==> config.mk <==
export PLATFORM = sky130hd
export DESIGN_NAME = numarator_mod_flat
export DESIGN_NICKNAME = d
export VERILOG_FILES = /design/src/rtl/numarator_mod_if.sv /design/src/rtl/numarator_mod.sv /design/src/flat_wrapper.sv
export SDC_FILE = /design/constraint.sdc
export NUM_CORES = 1
export LEC_CHECK = 0
export CORE_ASPECT_RATIO = 1.1
export CORE_MARGIN = 1.5
export CORE_UTILIZATION = 40
export CTS_CLUSTER_SIZE = 14
export DETAILED_ROUTE_END_ITERATION = 6
export PLACE_DENSITY = 0.7
export SYNTH_ARGS = -nofsm -noshare
export SYNTH_HDL_FRONTEND = slang
export SYNTH_SLANG_ARGS = --single-unit
==> constraint.sdc <==
create_clock -name clk_out -period 2.5 [get_ports clk_out]
set_input_delay 0.5 -clock clk_out [delete_from_list [all_inputs] [get_ports clk_out]]
set_output_delay 0.5 -clock clk_out [all_outputs]
set_load 0.01 [all_outputs]
==> src/rtl/numarator_mod_if.sv <==
// Control and status bundle for the modulo-N up/down counter.
// The master side drives controls; the slave side is the counter itself.
interface numarator_mod_if #(
    parameter int LATIME = 6
);
    logic              pauza;
    logic              en_in;
    logic              sens;
    logic              incarcare;
    logic [LATIME-1:0] val_incarcare;
    logic [LATIME-1:0] valoare_bin;
    logic              carry_out;
    logic              borrow_out;
    logic              tc_out;

    modport master (
        output pauza, en_in, sens, incarcare, val_incarcare,
        input  valoare_bin, carry_out, borrow_out, tc_out
    );

    modport slave (
        input  pauza, en_in, sens, incarcare, val_incarcare,
        output valoare_bin, carry_out, borrow_out, tc_out
    );
endinterface

==> src/rtl/numarator_mod.sv <==
// Modulo-MODUL up/down counter with clamped load, wrap or saturate mode,
// registered carry/borrow pulses and a combinational terminal-count for cascading.
module numarator_mod #(
    parameter int MODUL    = 60,
    parameter int LATIME   = 6,
    parameter int SATURARE = 0
) (
    input  logic            clk_out,
    input  logic            reset,
    numarator_mod_if.slave  bus
);
    localparam logic [LATIME-1:0] MAXV = LATIME'(MODUL - 1);

    logic [LATIME-1:0] valoare_q, valoare_d;
    logic              carry_q, carry_d;
    logic              borrow_q, borrow_d;
    logic              atTop, atZero;

    assign atTop  = (valoare_q == MAXV);
    assign atZero = (valoare_q == '0);

    // Priority: load, then pause/enable gating, then a single count step.
    always_comb begin
        valoare_d = valoare_q;
        carry_d   = 1'b0;
        borrow_d  = 1'b0;
        if (bus.incarcare) begin
            valoare_d = (bus.val_incarcare > MAXV) ? MAXV : bus.val_incarcare;
        end else if (!bus.pauza && bus.en_in) begin
            if (!bus.sens) begin
                if (!atTop) begin
                    valoare_d = valoare_q + LATIME'(1);
                end else if (SATURARE == 0) begin
                    valoare_d = '0;
                    carry_d   = 1'b1;
                end
            end else begin
                if (!atZero) begin
                    valoare_d = valoare_q - LATIME'(1);
                end else if (SATURARE == 0) begin
                    valoare_d = MAXV;
                    borrow_d  = 1'b1;
                end
            end
        end
    end

    always_ff @(posedge clk_out or posedge reset) begin
        if (reset) begin
            valoare_q <= '0;
            carry_q   <= 1'b0;
            borrow_q  <= 1'b0;
        end else begin
            valoare_q <= valoare_d;
            carry_q   <= carry_d;
            borrow_q  <= borrow_d;
        end
    end

    // Same-cycle enable for the next stage; never asserted in saturate mode.
    assign bus.tc_out = (SATURARE == 0) && bus.en_in && !bus.pauza && !bus.incarcare
                        && (bus.sens ? atZero : atTop);

    assign bus.valoare_bin = valoare_q;
    assign bus.carry_out   = carry_q;
    assign bus.borrow_out  = borrow_q;
endmodule
==> src/flat_wrapper.sv <==
// flat-port wrapper written by rule: the top's interface ports become plain ports
module numarator_mod_flat 
#(
    parameter int MODUL    = 60,
    parameter int LATIME   = 6,
    parameter int SATURARE = 0
)
  (clk_out, reset, bus_pauza, bus_en_in, bus_sens, bus_incarcare, bus_val_incarcare, bus_valoare_bin, bus_carry_out, bus_borrow_out, bus_tc_out);
  numarator_mod_if #(.LATIME(LATIME)) bus_i ();
  input  logic clk_out;
  input  logic reset;
  input wire logic [$bits(bus_i.pauza)-1:0] bus_pauza;
  input wire logic [$bits(bus_i.en_in)-1:0] bus_en_in;
  input wire logic [$bits(bus_i.sens)-1:0] bus_sens;
  input wire logic [$bits(bus_i.incarcare)-1:0] bus_incarcare;
  input wire logic [$bits(bus_i.val_incarcare)-1:0] bus_val_incarcare;
  output wire logic [$bits(bus_i.valoare_bin)-1:0] bus_valoare_bin;
  output wire logic [$bits(bus_i.carry_out)-1:0] bus_carry_out;
  output wire logic [$bits(bus_i.borrow_out)-1:0] bus_borrow_out;
  output wire logic [$bits(bus_i.tc_out)-1:0] bus_tc_out;
  assign bus_i.pauza = bus_pauza;
  assign bus_i.en_in = bus_en_in;
  assign bus_i.sens = bus_sens;
  assign bus_i.incarcare = bus_incarcare;
  assign bus_i.val_incarcare = bus_val_incarcare;
  assign bus_valoare_bin = bus_i.valoare_bin;
  assign bus_carry_out = bus_i.carry_out;
  assign bus_borrow_out = bus_i.borrow_out;
  assign bus_tc_out = bus_i.tc_out;
  numarator_mod #(.MODUL(MODUL), .LATIME(LATIME), .SATURARE(SATURARE)) u_core (.clk_out(clk_out), .reset(reset), .bus(bus_i));
endmodule
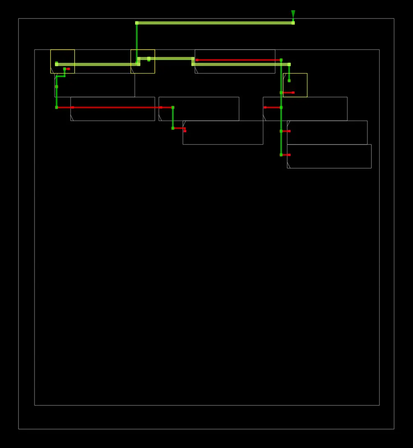
run_1/clock_nets.png
CTS Buf Count: 3
CLK BUF: 3
clk_skew: 1.32 ps
Latency at later pin: 250 ps

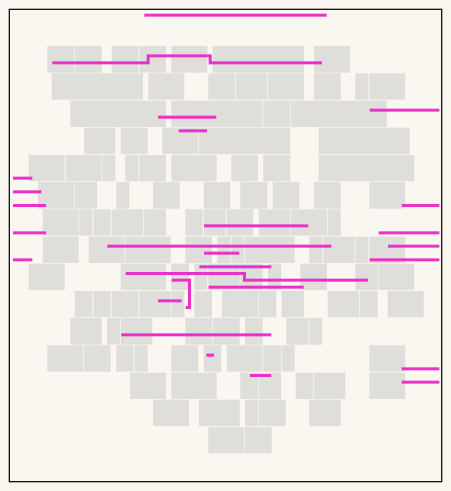
run_1/m3.png
(10 px per µm) Cells faint in the background.
- nets with wire on the layer: 25
- share of all routed wire: 10%
WL final: 1990 µm
met3 usage: 0.0808

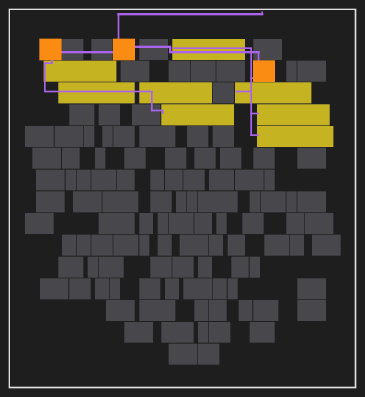
run_1/clock_wires.png
(8 px per µm)
- clock wires: purple (length 102 µm)
- clock-net drivers: orange (count 3)
- flip-flops: yellow (count 8)
- routed clock nets: 4

==> impl_metrics.toml, run 1 <==
# physical design summary
[logic_synthesis]
syn_inst = 83
synth_nets = 98
ys_async_sr_fraction = 1.00
ys_sh_mux = 0.0142
syn_area_um2 = 707
yosysSeqAreaShare = 0.283

[worst_setup_path]
cp_num_buf_inv = 2
crit_chain = "inv_1 > ha_1 > nor2b_2 > nand3_1 > nor3_2 > or2_2 > dlygate4sd2_1"
critPathKind = "register to output pin"
r2r-start = "u_core.bus.valoare_bin[2]"
path_max_fanout = 3

[route]
wl_per_cell_um = 14.7
first_iter_violations = 27
avgViaCountPerCell = 5.84

[final_layout]
layout.cells.most_common_list = "clkdlybuf4s50_1 (19), buf_4 (18), nor2_1 (7), o21ai_0 (6), inv_1 (6)"
largest_register_ffs = 6
nFlopsAndLatches = 8
logic_gates = 63
postLayoutCoreUtil = 0.650
layout-drive-gt1-share = 0.280

[timing]
slew_headroom = 0.652
whs_ps = 490
fin_crit_ps = 2340
fin_ws_ps = 163

[floorplan]
ios = 21
taps = 17

[placed_design]
port_buffers = 20
pre_cts_ws_ps = -101

[pwr]
power_leakage_nw = 0.446

[outcome]
status = "finished, final reports clean"

[global_route]
grt_pass1_wl_um = 3100
## run 1: report_power, final
part           internal, mW  leakage [nW]  switching [mW]  total (mW)
Sequential            0.143        0.0929          0.0176       0.161
Combinational         0.101         0.339          0.0870       0.188
Clock                0.0546        0.0138          0.0388      0.0934
## run 1: repair_timing
| action | CTS | global route |
|---|---|---|
| setup buffers | 7 | 0 |
| setup endpoints to repair | 1 | 0 |
| gates resized | 8 | 0 |
## run 1: layer usage
| metal | track usage | vias up | part of all wire |
|---|---|---|---|
| met5 | 0 | - | 0 |
| met4 | 0.0424 | 0 | 0.020 |
| met1 | 0.247 | 357 | 0.38 |
| met2 | 0.379 | 42 | 0.50 |
| li1 | - | 385 | - |
| met3 | 0.0808 | 4 | 0.10 |
run_1/util_map.png
(8 px per µm) 9 x 9 tiles, from white (low) to dark blue (high), 0 to 100% covered.
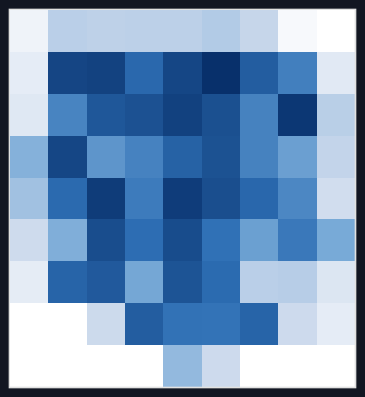

==> inputs of run 2 (changes only) <==
--- a/config.mk
+++ b/config.mk
@@ -10,7 +10,8 @@
 export CORE_UTILIZATION = 40
 export CTS_CLUSTER_SIZE = 14
 export DETAILED_ROUTE_END_ITERATION = 6
-export PLACE_DENSITY = 0.7
+export HOLD_SLACK_MARGIN = 0.08
+export PLACE_DENSITY_LB_ADDON = 0.1
 export SYNTH_ARGS = -nofsm -noshare
 export SYNTH_HDL_FRONTEND = slang
 export SYNTH_SLANG_ARGS = --single-unit
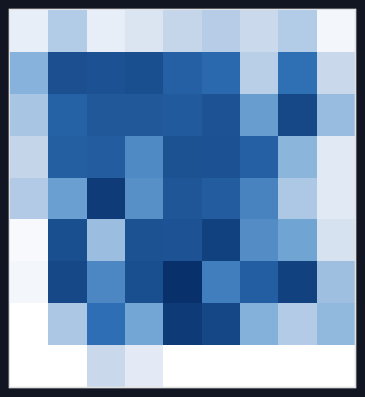
run_2/util_map.png
(8 px per µm) 9 x 9 tiles, from white (low) to dark blue (high), 0 to 100% covered.
- mean over tiles: 51%
- nearly empty tiles: 9.9%
- densest ninth of the die: middle
- fullest tile: 100%
- tiles over 75% full: 38%
core area: 1610 µm²
Util after Layout: 0.660
fp_density: 0.438

==> run 2 against run 1 <==
  * Fmax is 1.3% higher
  * First-iteration DRC count is 48% lower
  * Die area stayed put
  * Synthesized cell count stayed put
  * Setup slack better by 29 ps
  * Critical path type unchanged
  * Utilization is 1.0 points higher
==> impl_metrics.toml, run 2 <==
# physical design summary
[logic_synthesis]
ys_sh_mux = 0.0142
syn_inst = 83
yosysSeqAreaShare = 0.283
synth_nets = 98
yosysChipArea_um2 = 707
ys_async_sr_fraction = 1.00
syn_area_um2 = 707

[worst_setup_path]
critPathKind = "register to output pin"
cp_num_buf_inv = 1
crit_chain = "nor3_1 > nand3_1 > nor3_2 > or2_2 > dlygate4sd2_1"

[pwr]
switching_share = 0.346
p_comb_frac = 0.408
power_leakage_nw = 0.459
power_leader = "combinational logic"
power_clock_mw = 0.108
power_switching_mw = 0.158
p_int_mw = 0.298
comb_cell_power_mw = 0.186
p_seq_mw = 0.163

[route]
avgViaCountPerCell = 6.07
first_iter_violations = 14
wl_um = 2060

[final_layout]
nFlopsAndLatches = 8
layout.cells.most_common_list = "clkdlybuf4s50_1 (19), buf_4 (19), nor2_1 (7)"
clockBufferCount = 3
layout-drive-gt1-share = 0.277

[placed_design]
pre_cts_ws_ps = -88.3
port_buffers = 20

[timing]
slew_headroom = 0.613
skew_ps = 0.800
fin_ws_ps = 192
whs_ps = 490
fin_crit_ps = 2310

[floorplan]
taps = 17

[outcome]
status = "finished, final reports clean"

[cts]
cts_made_buffers = 3
clk_latency_ps = 260
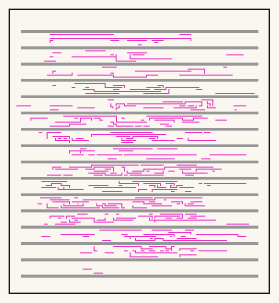
run_2/m1.png
(6 px per µm) Supply wires on this layer in gray.
- longest straight run: 23.5 µm
- share of all routed wire: 40%

run 2: cell counts after synthesis:
Identical to the previous run, type by type.
run 2: final timing paths:
check                      slack, ps  cells past startpoint                   endpoint
setup / recovery                 190                      5                 bus_tc_out
hold / removal                   490                      2      u_core.bus.borrow_out
setup reg to reg                 710                      9      u_core.bus.borrow_out
hold reg to reg                  620                      3  u_core.bus.valoare_bin[0]
max in group asynchronous       1750                      2  u_core.bus.valoare_bin[3]
min in group clk_out             620                      3  u_core.bus.valoare_bin[0]
run 2: routing by layer:
metal	track usage	share of wire	vias to the layer above
li1	-	-	389
met1	0.238	0.40	393
met2	0.400	0.51	35
met3	0.0500	0.063	9
met4	0.0970	0.023	0
met5	0	0	-
run 2: repair_timing:
item,CTS,global route
hold buffers,0,0
resized,8,0
setup buffers,5,0
endpoints found under the setup margin,1,0
==> inputs of run 3 (changes only) <==
--- a/config.mk
+++ b/config.mk
@@ -12,6 +12,7 @@
 export DETAILED_ROUTE_END_ITERATION = 6
 export HOLD_SLACK_MARGIN = 0.08
 export PLACE_DENSITY_LB_ADDON = 0.1
+export SLEW_MARGIN = 20
 export SYNTH_ARGS = -nofsm -noshare
 export SYNTH_HDL_FRONTEND = slang
 export SYNTH_SLANG_ARGS = --single-unit
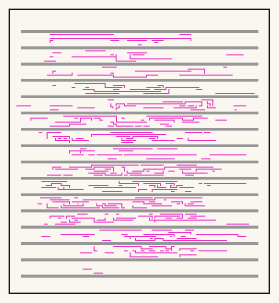
run_3/m1.png
(6 px per µm) Supply wires on this layer in gray.
- main direction: horizontal
- longest straight run: 23.5 µm

==> run 3 against run 2 <==
  * First-iteration DRC count stayed put
  * Clock skew is the same
  * Global-route usage stayed put
  * Via count stayed put
  * Fmax stayed put
  * Synthesized area is the same
  * Largest power group unchanged
  * Die area stayed put
  * Setup slack did not move
  * Critical endpoint unchanged
  * Count of clock-buffer cells in the layout unchanged
  * Critical path depth stayed put
==> impl_metrics.toml, run 3 <==
# physical design summary
[route]
wl_um = 2060
wl_met1_um = 829
wl_met2_um = 1060
wl_met3_um = 130
top_layer = "met4"
avgViaCountPerCell = 6.07

[pwr]
power_leader = "combinational logic"
power_switching_mw = 0.158
power_clock_mw = 0.108
p_int_mw = 0.298
p_seq_mw = 0.163
comb_cell_power_mw = 0.186
p_comb_frac = 0.408
switching_share = 0.346

[cts]
ctsResizeCount = 8
cts_made_buffers = 3
cts_hold_buf = 0
clk_latency_ps = 260
cts_setup_buffers = 5

[floorplan]
fp_util = 0.438
dieArea_um2 = 2030
core-area_um2 = 1610

[timing]
fmax_mhz = 433
fin_ws_ps = 192
skew_ps = 0.800
whs_ps = 490

[logic_synthesis]
adder_share = 0.0531
ys.flops = 8
synth_nets = 98
syn_area_um2 = 707
xor_share = 0.0124
ys_async_sr_fraction = 1.00
top_cells_by_count = "dfrtp_1 (8), nor2_1 (7), inv_1 (6), o21ai_0 (6)"
ys_sh_mux = 0.0142
yosysSeqAreaShare = 0.283
syn_inst = 83
yosysChipArea_um2 = 707

[global_route]
grt_util_met1 = 0.238
grt_max_degree = 11
met2_usage = 0.400
use_met3 = 0.0500
top_usage_layer = "met2"

[worst_setup_path]
r2r_end = "u_core.bus.borrow_out"
ff2ff_setup_slack_ps = 710
crit_path_end = "bus_tc_out"
reg2regPathDepth = 9

[final_layout]
layout.cells.most_common_list = "clkdlybuf4s50_1 (19), buf_4 (19), nor2_1 (7)"
layout-drive-gt1-share = 0.277

[outcome]
status = "finished, final reports clean"

[placed_design]
port_buffers = 20
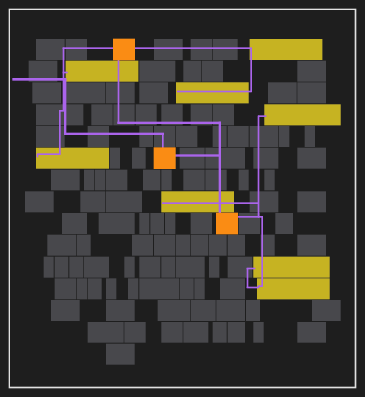
run_3/clock_wires.png
(8 px per µm)
- flip-flops: yellow (count 8)
- clock-net drivers: orange (count 3)
- clock wires: purple (length 169 µm)
- routed clock nets: 4

run 3: cell counts after synthesis:
Identical to the previous run, type by type.
run 3: layout make-up:
type | count | share of cell area
Clock buffer | 3 | 0.0212
Inverter | 6 | 0.0212
Multi-Input combinational cell | 63 | 0.427
Sequential cell | 8 | 0.190
Tap cell | 17 | 0.0200
Timing Repair Buffer | 39 | 0.321
run 3: critical path, stage by stage, from the launching register on:
cell,delay [ps]
dfrtp_1,450
nor3_1,340
nand3_1,160
nor3_2,200
or2_2,130
dlygate4sd2_1,250
run 3: per-stage QoR:
step	util	power [mW]
5_1_grt	0.660	0.486
6_report	0.660	0.456
4_1_cts	0.660	0.458
3_5_place_dp	0.605	0.344
2_1_floorplan	-	0.266
3_3_place_gp	0.605	0.340
Power figures rest on the tool's default switching activity, not on a simulated workload.
